**src/rtl/mult8x8_seq_ctrl.sv**
```systemverilog
`timescale 1ns/1ps
// Sequential 8x8 unsigned multiplier: four CALC cycles through one 4x4 Vedic core.
// Latency: start at edge N -> done/product after edge N+4; start is ignored while busy.

module vedic2x2 (
  input  logic [1:0] x,
  input  logic [1:0] y,
  output logic [3:0] p
);
  logic t1, t2, t3, c1;
  always_comb begin
    t1   = x[1] & y[0];
    t2   = x[0] & y[1];
    t3   = x[1] & y[1];
    c1   = t1 & t2;
    p[0] = x[0] & y[0];
    p[1] = t1 ^ t2;
    p[2] = t3 ^ c1;
    p[3] = t3 & c1;
  end
endmodule

module vedic4x4 (
  input  logic [3:0] x,
  input  logic [3:0] y,
  output logic [7:0] p
);
  logic [3:0] p_ll, p_hl, p_lh, p_hh;

  vedic2x2 u_ll (.x(x[1:0]), .y(y[1:0]), .p(p_ll));
  vedic2x2 u_hl (.x(x[3:2]), .y(y[1:0]), .p(p_hl));
  vedic2x2 u_lh (.x(x[1:0]), .y(y[3:2]), .p(p_lh));
  vedic2x2 u_hh (.x(x[3:2]), .y(y[3:2]), .p(p_hh));

  // Cross terms share weight 2^2; the high-high term sits at 2^4.
  always_comb begin
    p = {4'h0, p_ll} + {2'b00, p_hl, 2'b00} + {2'b00, p_lh, 2'b00} + {p_hh, 4'h0};
  end
endmodule

module mult8x8_seq_ctrl (
  input  logic        clk,
  input  logic        rst_n,
  input  logic        start,
  input  logic [7:0]  a,
  input  logic [7:0]  b,
  output logic        busy,
  output logic        done,
  output logic [15:0] product
);
  typedef enum logic [1:0] {IDLE = 2'd0, CALC = 2'd1, DONE = 2'd2} state_t;

  state_t      state, next_state;
  logic [1:0]  step;
  logic [7:0]  a_q, b_q;
  logic [15:0] acc;
  logic [3:0]  nib_a, nib_b;
  logic [7:0]  pp;
  logic [15:0] pp_shifted;
  logic [15:0] acc_sum;
  logic        accept;

  // step[1] selects the high nibble of a, step[0] the high nibble of b.
  always_comb begin
    nib_a = step[1] ? a_q[7:4] : a_q[3:0];
    nib_b = step[0] ? b_q[7:4] : b_q[3:0];
  end

  vedic4x4 u_core (.x(nib_a), .y(nib_b), .p(pp));

  always_comb begin
    case (step)
      2'd0:    pp_shifted = {8'h00, pp};
      2'd3:    pp_shifted = {pp, 8'h00};
      default: pp_shifted = {4'h0, pp, 4'h0};
    endcase
    acc_sum = acc + pp_shifted;
  end

  always_ff @(posedge clk or negedge rst_n) begin
    if (!rst_n) state <= IDLE;
    else        state <= next_state;
  end

  always_comb begin
    next_state = state;
    accept     = 1'b0;
    busy       = 1'b0;
    done       = 1'b0;
    case (state)
      IDLE: begin
        if (start) begin
          accept     = 1'b1;
          next_state = CALC;
        end
      end
      CALC: begin
        busy = 1'b1;
        if (step == 2'd3) next_state = DONE;
      end
      DONE: begin
        done = 1'b1;
        if (start) begin
          accept     = 1'b1;
          next_state = CALC;
        end else begin
          next_state = IDLE;
        end
      end
      default: next_state = IDLE;
    endcase
  end

  always_ff @(posedge clk or negedge rst_n) begin
    if (!rst_n) begin
      a_q     <= 8'h00;
      b_q     <= 8'h00;
      acc     <= 16'h0000;
      step    <= 2'd0;
      product <= 16'h0000;
    end else if (accept) begin
      a_q  <= a;
      b_q  <= b;
      acc  <= 16'h0000;
      step <= 2'd0;
    end else if (state == CALC) begin
      acc  <= acc_sum;
      step <= step + 2'd1;
      if (step == 2'd3) product <= acc_sum;
    end
  end
endmodule

```
**config.mk**
```make
export PLATFORM = sky130hd
export DESIGN_NAME = mult8x8_seq_ctrl
export DESIGN_NICKNAME = d
export VERILOG_FILES = /design/src/rtl/mult8x8_seq_ctrl.sv
export SDC_FILE = /design/constraint.sdc
export NUM_CORES = 1
export LEC_CHECK = 0
export CAP_MARGIN = 15
export CORE_UTILIZATION = 30
export CTS_CLUSTER_DIAMETER = 120
export DETAILED_ROUTE_END_ITERATION = 6
export GPL_TIMING_DRIVEN = 0
export PLACE_DENSITY = 0.52
export SYNTH_ARGS = -nofsm -noshare
export SYNTH_HDL_FRONTEND = slang
export SYNTH_HIERARCHICAL = 1
export SYNTH_SLANG_ARGS = --single-unit
export TNS_END_PERCENT = 30
```
**constraint.sdc**
```tcl
create_clock -name clk -period 5.7 [get_ports clk]
set_clock_uncertainty 0.05 [all_clocks]
set_input_delay 1.425 -clock clk [delete_from_list [all_inputs] [get_ports clk]]
set_output_delay 1.425 -clock clk [all_outputs]
set_load 0.05 [all_outputs]
```
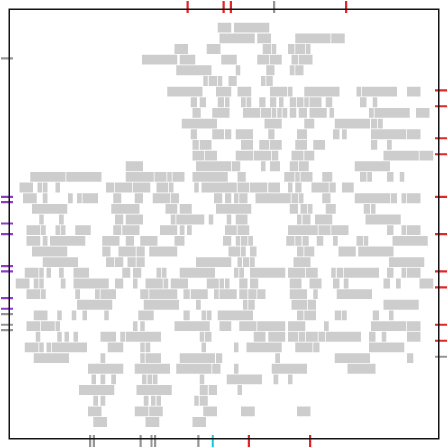
**Above:** pin map.
Pins as bars across the die edge, other pins in grey.
cyan -> done  # pins 1, direction output, edge bottom
red -> product  # pins 16, direction output, edge 10 right, 4 top, 2 bottom
purple -> a  # pins 8, direction input, edge left
Chip Height: 109 um
PortBufs: 36

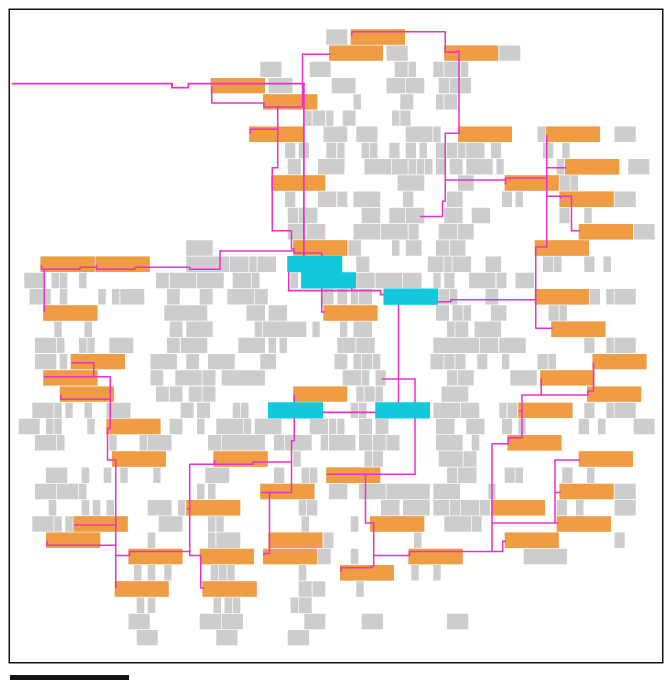
**Above:** routed clock nets over the placement.
Bar = 20 um.
magenta -> clock wires  # length 771 um
cyan -> clock-net drivers  # count 5
orange -> flip-flops  # count 52
flops lie = widely spread
worst skew pair latency: 0.29 ns

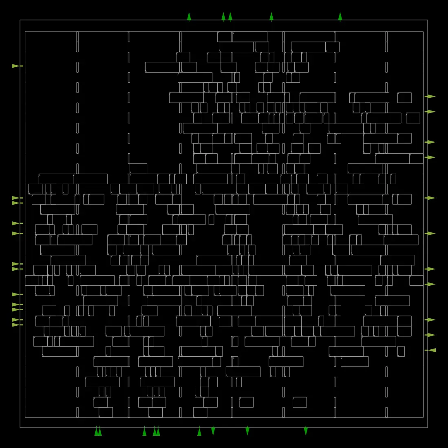
**Above:** placement view.
Tap Cells: 140
number of fill cells: 1152
CORE AREA: 11000 um2
Post-Layout Cell Count: 568

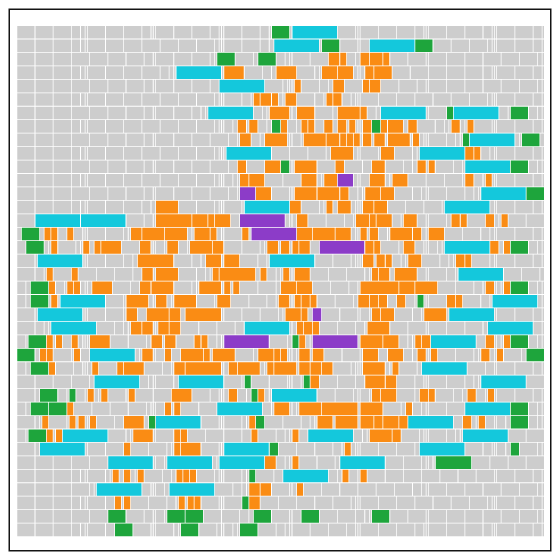
**Above:** placement by cell class.
Fill, decap, tap and diode cells in grey.
cyan -> sequential cells  # cells 52
orange -> remaining logic cells  # cells 315
purple -> clock drivers and dummy loads  # cells 8
green -> remaining buffers and delay cells  # cells 53

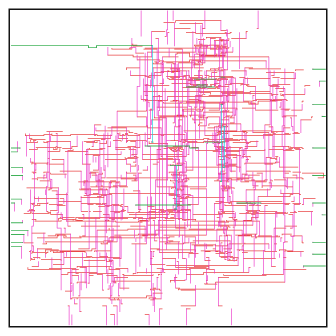
**Above:** signal wires by layer.
cyan -> M4  # wire length 89.1 um
magenta -> M2  # wire length 3750 um
red -> M1  # wire length 3750 um
green -> M3  # wire length 212 um
overall routing resource usage: 14.3%
final WL: 7800 um
Wirelength per Cell: 13.7 um

==> reports/results.tsv <==
metric	value	unit
syn_inst	383	
seq_cells	52	
synthToLayoutAreaGrowth	20.2	%
logic_gate_count	300	
hold_class	reg -> reg	
gr-total-overflow	0	
cts_root_buf	clkbuf_16	
hpwl	6140	um
cp-start-kind	flip-flop	
ant_nets	0	
ys_cells	383	
worstSetupEndpointType	flip-flop	
mostFrequentLayoutCell	nand2_1	
nNonClkInverters	15	
compound_area_share	15.8	%
netlist.top_cell.by_area	dfrtp_1	
status	completed	
hold_buffers	0	
regArea	1300	um2
grt_antenna_before_repair	0	
r2r-start	step[0]	
final.setup.worst_slack	0.333	ns
drive_gt1_share	8.64	%
syn_nets	438	
crit_top_cell	ha_1	
pre_cts_ws	0.325	ns
cts_setup_buffers	0	
drv_slew	0	
worstSetupPathType	reg -> reg	
wl_met3	212	um
